`config.mk`:
```
export PLATFORM = sky130hd
export DESIGN_NAME = counter_apb_arbiter
export DESIGN_NICKNAME = d
export VERILOG_FILES = /design/src/rtl/counter_apb_pkg.sv /design/src/rtl/rr_arb2.sv /design/src/rtl/counter_apb_arbiter.sv
export SDC_FILE = /design/constraint.sdc
export NUM_CORES = 1
export LEC_CHECK = 0
export CAP_MARGIN = 20
export CORE_AREA = 2 2 118 120
export CTS_CLUSTER_DIAMETER = 100
export DETAILED_ROUTE_END_ITERATION = 8
export DIE_AREA = 0 0 120 122
export PLACE_DENSITY = 0.77
export SLEW_MARGIN = 20
export SYNTH_ARGS = -nofsm -noshare
export SYNTH_HDL_FRONTEND = slang
export SYNTH_SLANG_ARGS = --single-unit
```
`constraint.sdc`:
```
create_clock -name pclk -period 7 [get_ports pclk]
set_input_delay 1.05 -clock pclk [delete_from_list [all_inputs] [get_ports pclk]]
set_output_delay 1.05 -clock pclk [all_outputs]
set_load 0.01 [all_outputs]
```
`src/rtl/counter_apb_pkg.sv`:
```
// Shared types and constants for the counter APB arbiter.
// FSM states, counter register map and read sentinel.
package counter_apb_pkg;

   typedef enum logic [1:0] {
      IDLE   = 2'd0,
      SETUP  = 2'd1,
      ACCESS = 2'd2
   } apb_state_t;

   localparam logic [31:0] OFS_EN      = 32'h0000_0000;
   localparam logic [31:0] OFS_RST     = 32'h0000_0004;
   localparam logic [31:0] OFS_DIR     = 32'h0000_0008;
   localparam logic [31:0] OFS_COUNT   = 32'h0000_000C;
   localparam logic [31:0] RD_SENTINEL = 32'hDEAD_BEEF;

endpackage

```
`src/rtl/rr_arb2.sv`:
```
// Two-way round-robin arbiter; grant is combinational from req and last_grant.
// Latency: 0 cycles to grant, last_grant updates on the advance edge.
// No backpressure: requests simply wait until advance is taken with their grant.
import counter_apb_pkg::*;

module rr_arb2 (
   input  logic       pclk,
   input  logic       preset,
   input  logic [1:0] req,
   input  logic       advance,
   output logic [1:0] grant
);

   logic last_grant;

   always_comb begin
      grant = 2'b00;
      case (req)
         2'b01:   grant = 2'b01;
         2'b10:   grant = 2'b10;
         2'b11:   grant = last_grant ? 2'b01 : 2'b10;
         default: grant = 2'b00;
      endcase
   end

   // Reset to 1 so requester 0 wins the first contended round.
   always_ff @(posedge pclk or posedge preset) begin
      if (preset)
         last_grant <= 1'b1;
      else if (advance && (req != 2'b00))
         last_grant <= grant[1];
   end

endmodule

```
`src/rtl/counter_apb_arbiter.sv`:
```
// Shares one APB slave between two requesters, round-robin, one transfer per grant.
// Latency: grant edge -> SETUP -> ACCESS; done is combinational in the last ACCESS cycle.
// Backpressure: pready stretches ACCESS; the watchdog ends it with err after TIMEOUT_CYCLES.
import counter_apb_pkg::*;

module counter_apb_arbiter #(
   parameter int ADDR_W         = 32,
   parameter int DATA_W         = 32,
   parameter int TIMEOUT_CYCLES = 16
) (
   input  logic              pclk,
   input  logic              preset,
   input  logic              req0_valid,
   input  logic              req0_write,
   input  logic [ADDR_W-1:0] req0_addr,
   input  logic [DATA_W-1:0] req0_wdata,
   output logic              req0_done,
   output logic [DATA_W-1:0] req0_rdata,
   output logic              req0_err,
   input  logic              req1_valid,
   input  logic              req1_write,
   input  logic [ADDR_W-1:0] req1_addr,
   input  logic [DATA_W-1:0] req1_wdata,
   output logic              req1_done,
   output logic [DATA_W-1:0] req1_rdata,
   output logic              req1_err,
   output logic [ADDR_W-1:0] paddr,
   output logic [DATA_W-1:0] pwdata,
   output logic              pwrite,
   output logic              psel,
   output logic              penable,
   input  logic [DATA_W-1:0] prdata,
   input  logic              pready,
   input  logic              pslverr
);

   localparam int TW = (TIMEOUT_CYCLES > 1) ? $clog2(TIMEOUT_CYCLES) : 1;
   localparam logic [TW-1:0] T_LAST = TW'(TIMEOUT_CYCLES - 1);

   apb_state_t     state;
   logic [1:0]     grant;
   logic           gnt_idx;
   logic [TW-1:0]  tcnt;
   logic           timeout_hit;
   logic           xfer_end;
   logic [DATA_W-1:0] rsp_rdata;
   logic           rsp_err;

   rr_arb2 u_arb (
      .pclk    (pclk),
      .preset  (preset),
      .req     ({req1_valid, req0_valid}),
      .advance (state == IDLE),
      .grant   (grant)
   );

   assign timeout_hit = (TIMEOUT_CYCLES != 0) && (state == ACCESS) && !pready && (tcnt == T_LAST);
   assign xfer_end    = (state == ACCESS) && (pready || timeout_hit);

   // A watchdog abort returns zero data and forces the error flag.
   assign rsp_rdata = pready ? prdata : '0;
   assign rsp_err   = pready ? pslverr : 1'b1;

   assign req0_done  = xfer_end && !gnt_idx;
   assign req1_done  = xfer_end &&  gnt_idx;
   assign req0_rdata = req0_done ? rsp_rdata : '0;
   assign req1_rdata = req1_done ? rsp_rdata : '0;
   assign req0_err   = req0_done && rsp_err;
   assign req1_err   = req1_done && rsp_err;

   always_ff @(posedge pclk or posedge preset) begin
      if (preset) begin
         state   <= IDLE;
         psel    <= 1'b0;
         penable <= 1'b0;
         pwrite  <= 1'b0;
         paddr   <= '0;
         pwdata  <= '0;
         gnt_idx <= 1'b0;
         tcnt    <= '0;
      end else begin
         case (state)
            IDLE: begin
               if (grant != 2'b00) begin
                  pwrite  <= grant[1] ? req1_write : req0_write;
                  paddr   <= grant[1] ? req1_addr  : req0_addr;
                  pwdata  <= grant[1] ? req1_wdata : req0_wdata;
                  gnt_idx <= grant[1];
                  tcnt    <= '0;
                  psel    <= 1'b1;
                  state   <= SETUP;
               end
            end
            SETUP: begin
               penable <= 1'b1;
               state   <= ACCESS;
            end
            ACCESS: begin
               if (xfer_end) begin
                  psel    <= 1'b0;
                  penable <= 1'b0;
                  state   <= IDLE;
               end else if (TIMEOUT_CYCLES != 0) begin
                  tcnt <= tcnt + 1'b1;
               end
            end
            default: state <= IDLE;
         endcase
      end
   end

endmodule

```
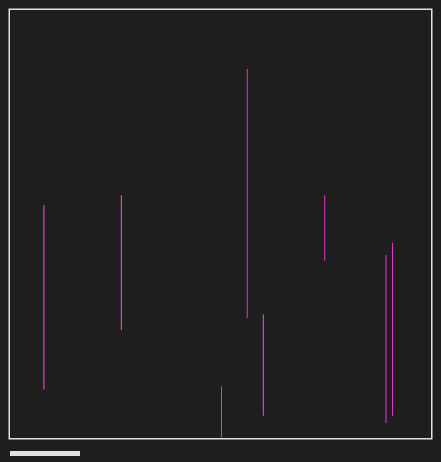
Run 1: M4 wires
The bar under the picture is 20 um long.
7 nets have wire on it. The layer carries 319 um of wire. The longest straight run is 70.7 um. The layer holds 2.3% of the routed length. The wires run mostly vertical.
overall routed net length: 13900 um
Via Count: 4185

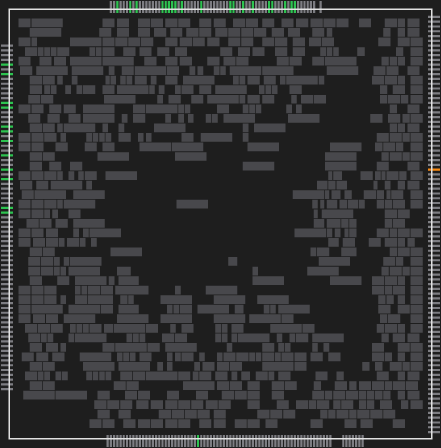
Run 1: pin map
Pins as bars across the die edge, other pins in grey.
req1_err: in orange, pins 1, direction output, edge right. req1_addr: in green, pins 32, direction input, edge 19 top, 12 left, 1 bottom.
die span in y: 122 um
Die X-Extent: 120 um
number of port buffers: 302

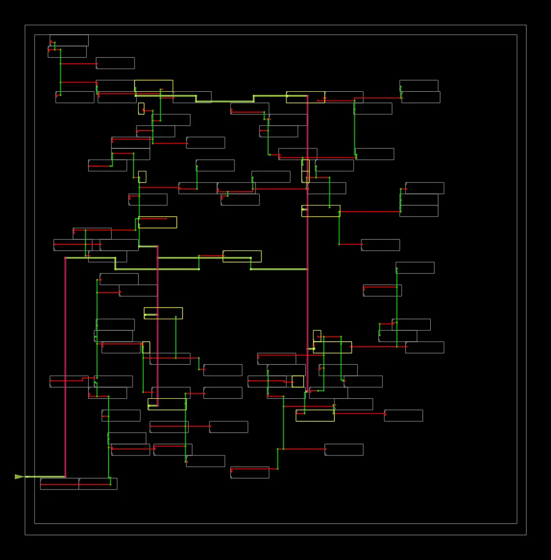
Run 1: clock nets
clock buffers: 10
power consumed by the clock network: 0.000413 W
number of clock buffers inserted by TritonCTS: 9
Clock Sinks: 75

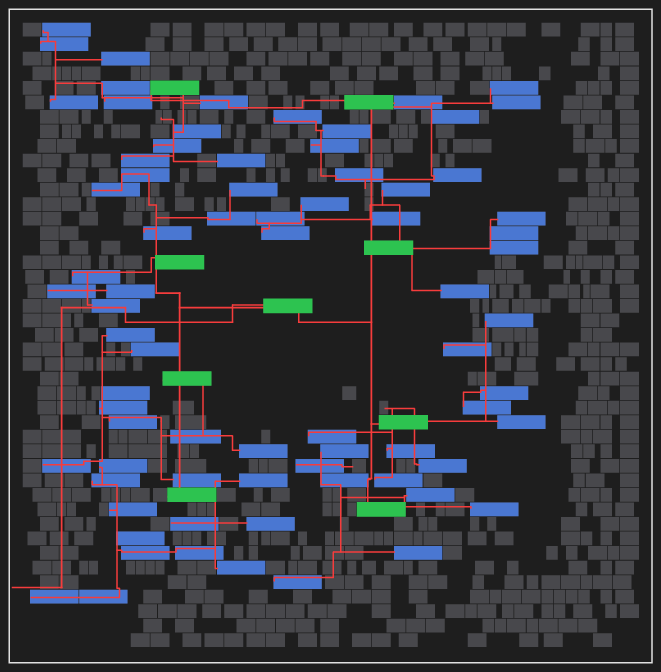
Run 1: clock distribution
flip-flops: in blue, count 75. cells driving clock nets: in green, count 9. clock wires: in red, length 1070 um.
There are 10 routed clock nets. Position of the flops: spread over the die.
clock insertion delay at the later pin of the skew report: 0.33 ns
portion of total power attributed to the clock network: 17.3%

-- run 1: power by group --
part           internal [W]  total (W)  switching [W]
Clock              0.000237   0.000413       0.000176
Sequential         0.000644   0.000754       0.000109
Combinational      0.000644    0.00121       0.000571
Total               0.00152    0.00238       0.000857
-- run 1: worst min path at each step --
stage	startpoint	to	slack, ns	cells after the start
after floorplan	tcnt[0]$_DFFE_PP0P_	tcnt[0]$_DFFE_PP0P_	0.47	1
after global placement	psel$_DFFE_PP0P_	psel$_DFFE_PP0P_	0.48	1
after detailed placement	psel$_DFFE_PP0P_	psel$_DFFE_PP0P_	0.49	1
after CTS	psel$_DFFE_PP0P_	psel$_DFFE_PP0P_	0.50	1
after global routing	psel$_DFFE_PP0P_	psel$_DFFE_PP0P_	0.52	1
final	psel$_DFFE_PP0P_	psel$_DFFE_PP0P_	0.49	1
-- run 1: sequential cells by signal, summed over array words and instances, names as in the netlist --
signal	count
state	2
tcnt	4
paddr	32
psel	1
pwdata	32
u_arb.last_grant	1
penable	1
gnt_idx	1
pwrite	1
-- run 1: cell families after synthesis --
kind of cell | synth area share (%)
flops | 46.5
simple gates | 12.7
compound gates | 18.5
buf+inv | 5.08
fa+ha+maj | 0.310
mux | 16.9
-- run 1: layout by cell type (no fill, tap or decap), drive strengths merged, types with 3 or more instances in the layout --
cell / netlist / routed
inv: 4 / 3
o21ai: 135 / 135
and3: 3 / 3
clkdlybuf4s50: 0 / 302
buf: 11 / 4
clkbuf: 24 / 10
and2: 64 / 64
dfrtp: 74 / 74
mux2i: 67 / 67
nor2: 6 / 6
clkinv: 0 / 6
-- run 1: stage by stage --
| step | setup slack [ns] | utilization (%) | power, W | cells |
|---|---|---|---|---|
| after global placement | 2.89 | 52.9 | 0.00195 | 861 |
| after detailed placement | 2.78 | 53.0 | 0.00199 | 862 |
| final | 2.76 | 55.0 | 0.00238 | 879 |
| after CTS | 2.77 | 55.0 | 0.00241 | 878 |
| after floorplan | 4.04 | - | 0.00131 | 411 |
| after global routing | 2.63 | 55.0 | 0.00254 | 879 |
-- run 1: worst max-delay path, stage by stage --
cell,delay [ns]
sky130_fd_sc_hd__clkdlybuf4s50_1,0.60
sky130_fd_sc_hd__and3_1,0.76
sky130_fd_sc_hd__and2_1,0.23
sky130_fd_sc_hd__clkdlybuf4s50_1,0.55
-- run 1: routing by layer --
metal / vias to the layer above / share of wire, %
met4: 0 / 2.3
met5: - / 0
met1: 1959 / 37
li1: 2004 / -
met3: 21 / 8.3
met2: 201 / 52
-- run 1: final cells by class --
type,count,area [sq um]
well taps,180,225
diodes,1,2.50
fillers,1165,6080
multi-input cells,297,1980
repair buffers,306,3070
flip-flops and latches,75,1880
clock inverters,6,32.5
clock buffers,10,229
inverters,4,16.3
==> results_slide.txt, run 1 <==
Key Metrics from the Run

Status
  – Run status: finished clean

Synthesis
  – Number of distinct library cells after synthesis: 31
  – Synthesized cell area: 4040 sq um
  – Most used flip-flop cell: sky130_fd_sc_hd__dfrtp_1
  – Top-count cell post-synth: sky130_fd_sc_hd__o21ai_0
  – Synth Warn #: 0
  – Part of the Yosys area used for sequential elements: 46.5%
  – Post-synth tally of flip-flops with integrated enable: 0
  – Area of the synthesized netlist per yosys stat: 4040 sq um
  – Synth Area per Inst: 9.82 sq um
  – Area contributors post-synth: sky130_fd_sc_hd__dfrtp_1, sky130_fd_sc_hd__mux2i_1, sky130_fd_sc_hd__o21ai_0, sky130_fd_sc_hd__and2_1, sky130_fd_sc_hd__o21ai_1
  – Library cell with the largest summed area after synthesis: sky130_fd_sc_hd__dfrtp_1
  – Floorplan net count: 580
  – Share of synthesized registers carrying an async set or reset: 100%
  – Number of cell instances after yosys synthesis: 411

Power
  – P_leak: 3.15 nW
  – Cell Pwr Density: 321 nW/um^2

Clock network
  – Largest buffer count on any clock path: 2
  – Clock edge transition at the registers on the reported setup and hold paths: 0.05 ns
  – H-Tree Level Count: 3
  – TritonCTS clock tree: done
  – Post-CTS setup buffer count: 0
  – Hold-fix buffers at CTS: 0

Global routing
  – Routing usage on met2: 34.3%
  – Met3 Track Usage GR: 5.76%
  – Layer with the highest usage: met2
  – Via count of the first global-routing pass: 4167
  – Antenna violations before repair: 1
  – Total gr overflow: 0
  – Global-route wire length before repair: 21100 um
  – Combined global-route utilization of all metal layers: 18.3%

Cells and area
  – Cell area after layout: 7430 sq um
  – Layout-stage area growth over the synthesis result: 83.9%

Die
  – Core Util at FP: 29.9%
  – IO Pins: 303
  – Core area: 13500 sq um
  – Number of rows created at floorplan: 43
  – Total Die Area: 14600 sq um

Run
  – Max-capacitance violation count: 0
  – Number of logged tool warnings: 26

Detailed routing
  – Total iterations of the first detailed-routing run: 4
  – Average vias per placed instance: 4.76
  – Wire length per cell: 15.8 um
  – DR iter-0 viols: 177

Worst setup path
  – Worst-path maximum fanout: 32
  – Launch point of the worst reg-to-reg path: u_arb.last_grant$_DFFE_PP1P_
  – FF-to-FF End: pwrite$_DFFE_PP0P_
  – Critical setup path kind: in2out
  – Worst Setup End Kind: primary output
  – Critical path origin: pready
  – Crit path arrival time: 3.19 ns
  – Logic depth of the worst register-to-register path: 4
  – Worst endpoint required time: 5.95 ns
  – Startpoint types: primary input
  – Slack of the worst reg-to-reg path: 4.77 ns
  – Capturing element of the worst setup path: req1_rdata[29]

Worst hold path
  – HP Class: reg2reg

Place
  – Hpwl dp: 10500 um
  – Final weighted congestion of routability-driven global placement: 0.791

Final timing
  – Clock skew after layout: 0.00688 ns
  – Transition time at the pin with the least slew margin: 0.959 ns
  – Maximum achievable frequency: 236 MHz
  – Final worst path period share: 60.6%
  – Setup TNS Final: 0 ns
  – WHS: 0.492 ns
  – Final Hold Fails: 0
  – Worst-case headroom to the max-slew limit: 36.0%
==> inputs of run 2 (changes only) <==
--- a/config.mk
+++ b/config.mk
@@ -10,7 +10,7 @@
 export CTS_CLUSTER_DIAMETER = 100
 export DETAILED_ROUTE_END_ITERATION = 8
 export DIE_AREA = 0 0 120 122
-export PLACE_DENSITY = 0.77
+export PLACE_DENSITY = 0.8
 export SLEW_MARGIN = 20
 export SYNTH_ARGS = -nofsm -noshare
 export SYNTH_HDL_FRONTEND = slang
==> constraint.sdc (replaced) <==
create_clock -name pclk -period 3.55 [get_ports pclk]
set_input_delay 0.5325 -clock pclk [delete_from_list [all_inputs] [get_ports pclk]]
set_output_delay 0.5325 -clock pclk [all_outputs]
set_load 0.01 [all_outputs]
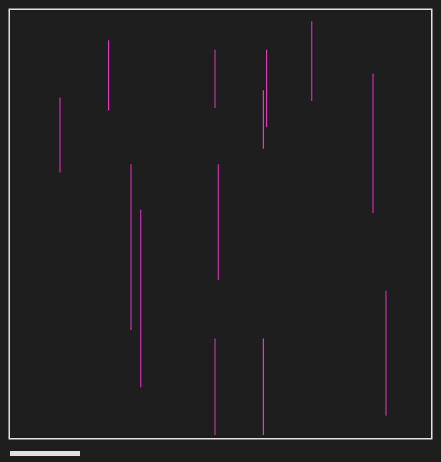
Run 2: M4 wires
The bar under the picture is 20 um long.
The wires run mostly vertical. The longest straight run is 50.3 um. 12 nets have wire on it.
Via Count: 4231
overall routed net length: 13900 um

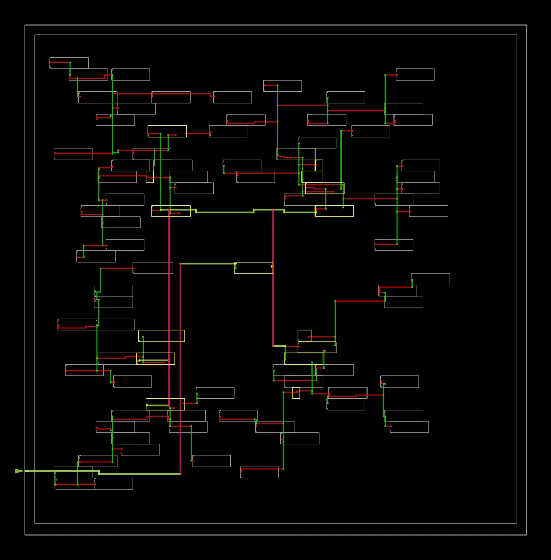
Run 2: clock nets
power consumed by the clock network: 0.000900 W
clock skew after layout: 0.00849 ns

==> run 2 against run 1 <==
Against the previous run: wire length about the same; flip-flop count is the same; critical path depth increased by 1; critical path type unchanged; critical endpoint is now req1_rdata[4]; largest cell class unchanged; largest power group unchanged.
==> results_slide.txt, run 2 <==
Key Metrics from the Run

Status
  – Run status: finished clean

Worst setup path
  – Worst Setup End Kind: primary output
  – Crit path arrival time: 2.29 ns (-0.90 ns)
  – Most frequent CP cell: sky130_fd_sc_hd__clkdlybuf4s50_1
  – Worst path top cell family by delay: buffers and inverters
  – Startpoint types: primary input
  – Buffering stage count on the worst path with inverters included: 3 (+1)
  – Worst-path maximum fanout: 32 (unchanged)
  – Ordered list of cells on the worst path: clkdlybuf4s50_1 -> and3_1 -> buf_4 -> and2_1 -> clkdlybuf4s50_1
  – Delay contributed by the slowest stage of the critical path: 0.59 ns (-0.17 ns)
  – Standard cell with the maximum stage delay on the critical path: sky130_fd_sc_hd__clkdlybuf4s50_1
  – Worst endpoint required time: 3.02 ns (-2.93 ns)
  – Critical setup path kind: in2out

Clock network
  – Largest buffer count on any clock path: 2 (unchanged)
  – Cell at the root of the clock tree: sky130_fd_sc_hd__clkbuf_16
  – Hold-fix buffers at CTS: 0 (unchanged)
  – Post-CTS setup buffer count: 0 (unchanged)
  – H-Tree Level Count: 3 (unchanged)
  – Number of clock buffers inserted by TritonCTS: 9 (unchanged)
  – Clock Sinks: 75 (unchanged)
  – Clock insertion delay at the later pin of the skew report: 0.33 ns (about the same)
  – TritonCTS clock tree: done
  – Clock edge transition at the registers on the reported setup and hold paths: 0.06 ns (about the same)

Synthesis
  – Area of the synthesized netlist per yosys stat: 4040 sq um (unchanged)
  – Share of synthesized registers carrying an async set or reset: 100% (unchanged)
  – Most used flip-flop cell: sky130_fd_sc_hd__dfrtp_1
  – Top-count cell post-synth: sky130_fd_sc_hd__o21ai_0
  – Synth Area per Inst: 9.82 sq um (unchanged)
  – Number of distinct library cells after synthesis: 31 (unchanged)
  – Synthesized instance count: 411
  – Part of the Yosys area used for sequential elements: 46.5% (unchanged)
  – Library cell with the largest summed area after synthesis: sky130_fd_sc_hd__dfrtp_1
  – Area contributors post-synth: sky130_fd_sc_hd__dfrtp_1, sky130_fd_sc_hd__mux2i_1, sky130_fd_sc_hd__o21ai_0, sky130_fd_sc_hd__and2_1, sky130_fd_sc_hd__o21ai_1
  – Synthesized cell area: 4040 sq um (unchanged)
  – Floorplan net count: 580 (unchanged)
  – Synth Warn #: 0 (unchanged)
  – Number of cell instances after yosys synthesis: 411 (unchanged)
  – Post-synth tally of flip-flops with integrated enable: 0 (unchanged)

Final timing
  – RSZ-0062 raised after global routing: no
  – Final worst path period share: 79.6%
  – Worst-case headroom to the max-slew limit: 52.3% (+16 points)
  – Setup TNS Final: 0 ns (unchanged)
  – Transition time at the pin with the least slew margin: 0.712 ns (-0.247 ns)
  – WHS: 0.416 ns (-0.0754 ns)
  – Setup-failing EPs final: 0
  – Final Hold Fails: 0 (unchanged)
  – Maximum achievable frequency: 354 MHz
  – Final number of max-transition violations: 0

Global routing
  – Global-route wire length before repair: 21400 um (+1.4%)
  – Maximum number of pins on one net before global-route repair: 69
  – Antenna violations before repair: 0 (-1)
  – Total gr overflow: 0 (unchanged)
  – Combined global-route utilization of all metal layers: 18.4% (+0.072 points)
  – Via count of the first global-routing pass: 4201 (+0.82%)

Die
  – Core Util at FP: 29.9% (unchanged)
  – Die X-Extent: 120 um (unchanged)
  – Total Die Area: 14600 sq um (unchanged)
  – IO Pins: 303 (unchanged)
  – Core area: 13500 sq um (unchanged)
  – Die span in y: 122 um (unchanged)
  – Number of rows created at floorplan: 43 (unchanged)

Run
  – Max-capacitance violation count: 0 (unchanged)
  – Number of logged tool warnings: 26 (unchanged)

Power
  – Portion of total power attributed to the clock network: 18.7% (+1.4 points)
  – P_leak: 3.19 nW (+1.2%)
  – Combinational power share: 50.2% (-0.8 points)
  – Switching share of total power: 35.0% (-0.95 points)
  – Total net switching power: 0.00168 W (+96%)
  – Cell Pwr Density: 641 nW/um^2 (+100%)
  – Internal power: 0.00312 W (+100%)
  – Power after layout: 0.00480 W (+100%)
  – Portion of total power attributed to sequential cells: 31.0% (-0.6 points)

Worst hold path
  – HP Class: in2async

Detailed routing
  – Total iterations of the first detailed-routing run: 4 (unchanged)
  – Residual DRC count: 0
  – Average vias per placed instance: 4.81 (+0.98%)
  – Wire length per cell: 15.8 um (about the same)
  – DR iter-0 viols: 130 (-27%)

Cells and area
  – Number of standard cells in the layout, taps in and fillers out: 880 (+0.11%)
  – Most common logic cells in the final layout: sky130_fd_sc_hd__clkdlybuf4s50_1, sky130_fd_sc_hd__o21ai_0, sky130_fd_sc_hd__dfrtp_1
  – Layout-stage area growth over the synthesis result: 85.5%
  – Leading registers by flop count: paddr: 32 flops, pwdata: 32 flops, tcnt: 4 flops
  – Ant diodes: 0 (-1)
  – Cell area after layout: 7490 sq um (+0.86%)
  – Most instantiated logic cell after routing: sky130_fd_sc_hd__clkdlybuf4s50_1

Place
  – Final weighted congestion of routability-driven global placement: 0.786 (-0.70%)
  – Hpwl dp: 10800 um (+3.2%)
  – Number of port buffers: 302 (unchanged)
  – DP Cell Count: 865 (+0.35%)
run 2: cell families (layout without fill, tap and decap cells):
kind of cell,Yosys count,in the layout,synth area share [%]
compound gates,144,144,18.5
fa+ha+maj,1,1,0.310
buf+inv,39,328,5.08
flops,75,75,46.5
mux,68,68,16.9
simple gates,84,84,12.7
run 2: metal layers:
metal,up-vias,global-route usage (%),part of all wire [%]
met5,-,0,0
met3,28,6.09,8.1
li1,2015,-,-
met2,200,34.2,53
met1,1988,19.2,36
met4,0,6.76,2.7
run 2: final timing paths:
| path | slack, ns | end | cells after the start | from |
|---|---|---|---|---|
| worst max-delay path | 0.72 | req1_rdata[4] | 5 | pready |
| worst min-delay path | 0.42 | paddr[0]$_DFFE_PP0P_ | 2 | preset |
| worst max register to register | 1.69 | pwdata[31]$_DFFE_PP0P_ | 4 | u_arb.last_grant$_DFFE_PP1P_ |
| worst min register to register | 0.50 | paddr[9]$_DFFE_PP0P_ | 2 | paddr[9]$_DFFE_PP0P_ |
| max in group asynchronous | 2.40 | u_arb.last_grant$_DFFE_PP1P_ | 3 | preset |
| min in group pclk | 0.50 | paddr[9]$_DFFE_PP0P_ | 2 | paddr[9]$_DFFE_PP0P_ |
run 2: final cells by class:
| class | count | area (sq um) |
|---|---|---|
| clock buffers | 10 | 239 |
| flip-flops and latches | 75 | 1880 |
| inverters | 4 | 16.3 |
| clock inverters | 5 | 53.8 |
| multi-input cells | 297 | 1980 |
| well taps | 180 | 225 |
| repair buffers | 309 | 3100 |
| fillers | 1139 | 6010 |
run 2: power by group through the flow:
| stage | Clock (W) | Combinational, W | Sequential [W] |
|---|---|---|---|
| CTS | 0.000918 | 0.00244 | 0.00149 |
| global placement | 0 | 0.00239 | 0.00147 |
| floorplan | 0 | 0.000924 | 0.00165 |
| global route | 0.000958 | 0.00262 | 0.00155 |
| finish | 0.000900 | 0.00241 | 0.00149 |
| detailed placement | 0 | 0.00243 | 0.00150 |
run 2: stage by stage:
stage | worst slack [ns] | util, %
3_3_place_gp | 0.799 | 53.3
2_1_floorplan | 1.11 | -
6_report | 0.725 | 55.5
4_1_cts | 0.720 | 55.5
3_5_place_dp | 0.736 | 53.3
5_1_grt | 0.618 | 55.5
==> inputs of run 3 (changes only) <==
==> constraint.sdc (replaced) <==
create_clock -name pclk -period 2.39 [get_ports pclk]
set_input_delay 0.3585 -clock pclk [delete_from_list [all_inputs] [get_ports pclk]]
set_output_delay 0.3585 -clock pclk [all_outputs]
set_load 0.01 [all_outputs]
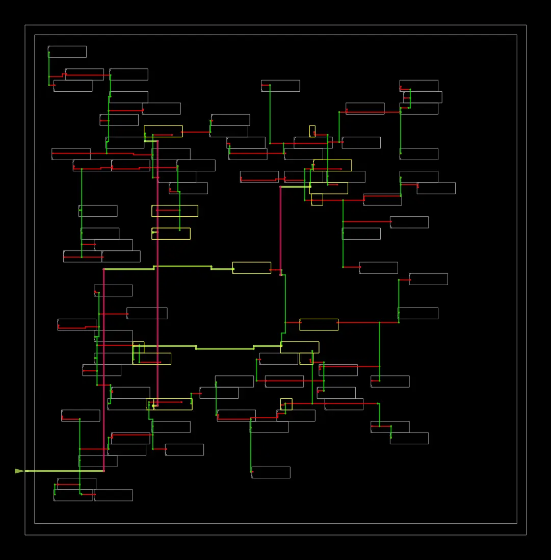
Run 3: clock nets
clock skew after layout: 0.00501 ns
seq_cells: 75

==> run 3 against run 2 <==
Against the previous run: via count grew 0.76%; clock-buffer cell count unchanged; first-iteration DRC count shrank 15%; clock power grew 48%; wire length up 1.2%; critical path depth unchanged; global-route usage barely moved.
==> results_slide.txt, run 3 <==
Key Metrics from the Run

Status
  – Run status: finished clean

Worst setup path
  – Worst Setup End Kind: primary output
  – Slack of the worst reg-to-reg path: 0.66 ns (-1.03 ns)
  – Critical setup path kind: reg2out
  – Capturing element of the worst setup path: req0_done
  – Crit path arrival time: 1.96 ns (-0.33 ns)
  – Launch point of the worst reg-to-reg path: tcnt[0]$_DFFE_PP0P_
  – Worst-path maximum fanout: 5 (-84%)
  – FF-to-FF End: tcnt[1]$_DFFE_PP0P_
  – Worst endpoint required time: 2.03 ns (-0.99 ns)
  – Startpoint types: flop

Detailed routing
  – Overall routed net length: 14000 um (+1.2%)
  – DR iter-0 viols: 110 (-15%)
  – Average vias per placed instance: 4.80 (-0.15%)
  – Residual DRC count: 0 (unchanged)
  – Via Count: 4263 (+0.76%)
  – Post-route ant nets: 0
  – Total iterations of the first detailed-routing run: 4 (unchanged)
  – Wire length per cell: 15.8 um (+0.24%)

Synthesis
  – Most used flip-flop cell: sky130_fd_sc_hd__dfrtp_1
  – Part of the Yosys area used for sequential elements: 46.5% (unchanged)
  – Synth Register Bits: 75
  – Area contributors post-synth: sky130_fd_sc_hd__dfrtp_1, sky130_fd_sc_hd__mux2i_1, sky130_fd_sc_hd__o21ai_0, sky130_fd_sc_hd__and2_1, sky130_fd_sc_hd__o21ai_1
  – Floorplan net count: 580 (unchanged)
  – Top logic family: AND-OR/OR-AND gates
  – Mux area share: 16.9% (unchanged)
  – Fraction of synthesized cell area in xor and xnor cells: 0% (unchanged)
  – Number of cell instances after yosys synthesis: 411 (unchanged)
  – Synthesized instance count: 411 (unchanged)
  – Number of distinct library cells after synthesis: 31 (unchanged)
  – Synth Area per Inst: 9.82 sq um (unchanged)
  – Synth Warn #: 0 (unchanged)
  – Simple-gate portion of the synthesized area: 12.7% (unchanged)
  – AND-OR/OR-AND Cells, Area Fraction: 18.5% (unchanged)
  – Adder-cell area share of the yosys netlist: 0.310% (unchanged)
  – Area of the synthesized netlist per yosys stat: 4040 sq um (unchanged)
  – Post-synth tally of flip-flops with integrated enable: 0 (unchanged)
  – Library cell with the largest summed area after synthesis: sky130_fd_sc_hd__dfrtp_1

Place
  – Final weighted congestion of routability-driven global placement: 0.802 (+2.0%)
  – Number of port buffers: 302 (unchanged)
  – Hpwl dp: 10700 um (-1.6%)

Clock network
  – Clock insertion delay at the later pin of the skew report: 0.33 ns (about the same)
  – TritonCTS clock tree: done
  – Cell at the root of the clock tree: sky130_fd_sc_hd__clkbuf_16
  – Largest buffer count on any clock path: 2 (unchanged)
  – H-Tree Level Count: 3 (unchanged)
  – Number of clock buffers inserted by TritonCTS: 9 (unchanged)
  – Hold-fix buffers at CTS: 0 (unchanged)
  – Clock Sinks: 75 (unchanged)

Global routing
  – Total gr overflow: 0 (unchanged)
  – Via count of the first global-routing pass: 4247 (+1.1%)
  – Antenna violations before repair: 0 (unchanged)
  – Maximum number of pins on one net before global-route repair: 76 (+10%)
  – Combined global-route utilization of all metal layers: 18.4% (+0.042 points)

Final timing
  – Worst-case headroom to the max-slew limit: 56.3% (+4.0 points)
  – Transition time at the pin with the least slew margin: 0.656 ns (-0.0567 ns)
  – Setup TNS Final: 0 ns (unchanged)
  – RSZ-0062 raised after global routing: yes
  – Final number of max-transition violations: 0 (unchanged)
  – Maximum achievable frequency: 431 MHz
  – Setup-failing EPs final: 0 (unchanged)
  – Final Hold Fails: 0 (unchanged)

Worst hold path
  – HP Class: in2async

Run
  – Number of logged tool warnings: 27 (+3.8%)
  – Max-capacitance violation count: 0 (unchanged)

Die
  – Die span in y: 122 um (unchanged)
  – Total Die Area: 14600 sq um (unchanged)
  – Core area: 13500 sq um (unchanged)
  – IO Pins: 303 (unchanged)
  – Core Util at FP: 29.9% (unchanged)

Cells and area
  – Cell area after layout: 7710 sq um (+2.9%)
  – Layout-stage area growth over the synthesis result: 91.0%
  – Share of the core filled with cells in the final layout: 57.1% (+1.6 points)
  – Leading registers by flop count: paddr: 32 flops, pwdata: 32 flops, tcnt: 4 flops
  – Ant diodes: 0 (unchanged)
  – Most instantiated logic cell after routing: sky130_fd_sc_hd__clkdlybuf4s50_1
  – Most common logic cells in the final layout: sky130_fd_sc_hd__clkdlybuf4s50_1, sky130_fd_sc_hd__o21ai_0, sky130_fd_sc_hd__dfrtp_1

Power
  – P_leak: 3.76 nW (+18%)
  – Cell Pwr Density: 942 nW/um^2 (+47%)
  – Power after layout: 0.00726 W (+51%)
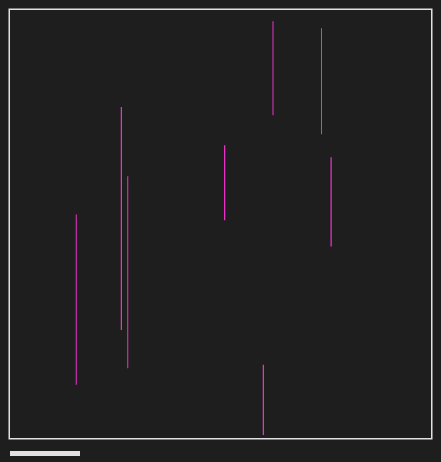
Run 3: M4 wires
The bar under the picture is 20 um long.
The layer holds 2.1% of the routed length. 7 nets have wire on it. The wires run mostly vertical.

==> run 3: cell counts after synthesis <==
Identical to the previous run, type by type.
==> run 3: worst max-delay path: stages, from the launching register on <==
cell	delay, ns
sky130_fd_sc_hd__dfrtp_1	0.41
sky130_fd_sc_hd__ha_1	0.24
sky130_fd_sc_hd__and3_1	0.24
sky130_fd_sc_hd__o21ai_4	0.20
sky130_fd_sc_hd__nor2_1	0.06
sky130_fd_sc_hd__clkdlybuf4s50_1	0.47
==> run 3: per-stage QoR <==
| step | std cells | setup slack, ns | hold slack, ns |
|---|---|---|---|
| after detailed placement | 868 | 0.0689 | 0.483 |
| after global routing | 888 | -0.00610 | 0.482 |
| after floorplan | 411 | 0.123 | 0.428 |
| final | 888 | 0.0693 | 0.420 |
| after global placement | 868 | 0.129 | 0.484 |
| after CTS | 885 | 0.00643 | 0.442 |
==> run 3: cell families after synthesis <==
logic type / Yosys count
AOI/OAI and AO/OA: 144
adders and majority gates: 1
buffers and inverters: 39
DFF: 75
muxes: 68
and+or+nand+nor: 84
==> run 3: worst min path at each step <==
stage / startpoint / end / depth (start not counted)
2_1_floorplan: req0_valid / u_arb.last_grant$_DFFE_PP1P_ / 1
5_1_grt: preset / paddr[0]$_DFFE_PP0P_ / 3
3_5_place_dp: penable$_DFFE_PP0P_ / penable$_DFFE_PP0P_ / 1
4_1_cts: preset / paddr[0]$_DFFE_PP0P_ / 3
3_3_place_gp: paddr[4]$_DFFE_PP0P_ / paddr[4]$_DFFE_PP0P_ / 2
6_report: preset / pwdata[21]$_DFFE_PP0P_ / 3
==> run 3: metal layers <==
| layer | vias to the layer above | share of wire, % | track usage [%] |
|---|---|---|---|
| li1 | 2024 | - | - |
| met1 | 2026 | 36 | 19.2 |
| met2 | 195 | 53 | 34.9 |
| met3 | 18 | 8.5 | 5.38 |
| met4 | 0 | 2.1 | 6.69 |
| met5 | - | 0 | 0 |
==> run 3: cell type report <==
cell class | instances | area, sq um
well taps | 180 | 225
multi-input cells | 297 | 2010
clock buffers | 10 | 229
inverters | 4 | 16.3
repair buffers | 316 | 3290
fillers | 1151 | 5790
flip-flops and latches | 75 | 1880
clock inverters | 6 | 66.3
==> run 3: power breakdown <==
group          switching (W)  internal (W)  total (W)
logic                0.00173       0.00200    0.00373
clock network       0.000526      0.000808    0.00133
registers           0.000311       0.00189    0.00220
==> run 3: timing repair <==
action,4_1_cts,5_1_grt
endpoints found under the setup margin,62,67
pin swaps,0,1
resized,4,32
cloned,0,0
setup buffers,1,3
Power figures rest on the tool's default switching activity, not on a simulated workload.
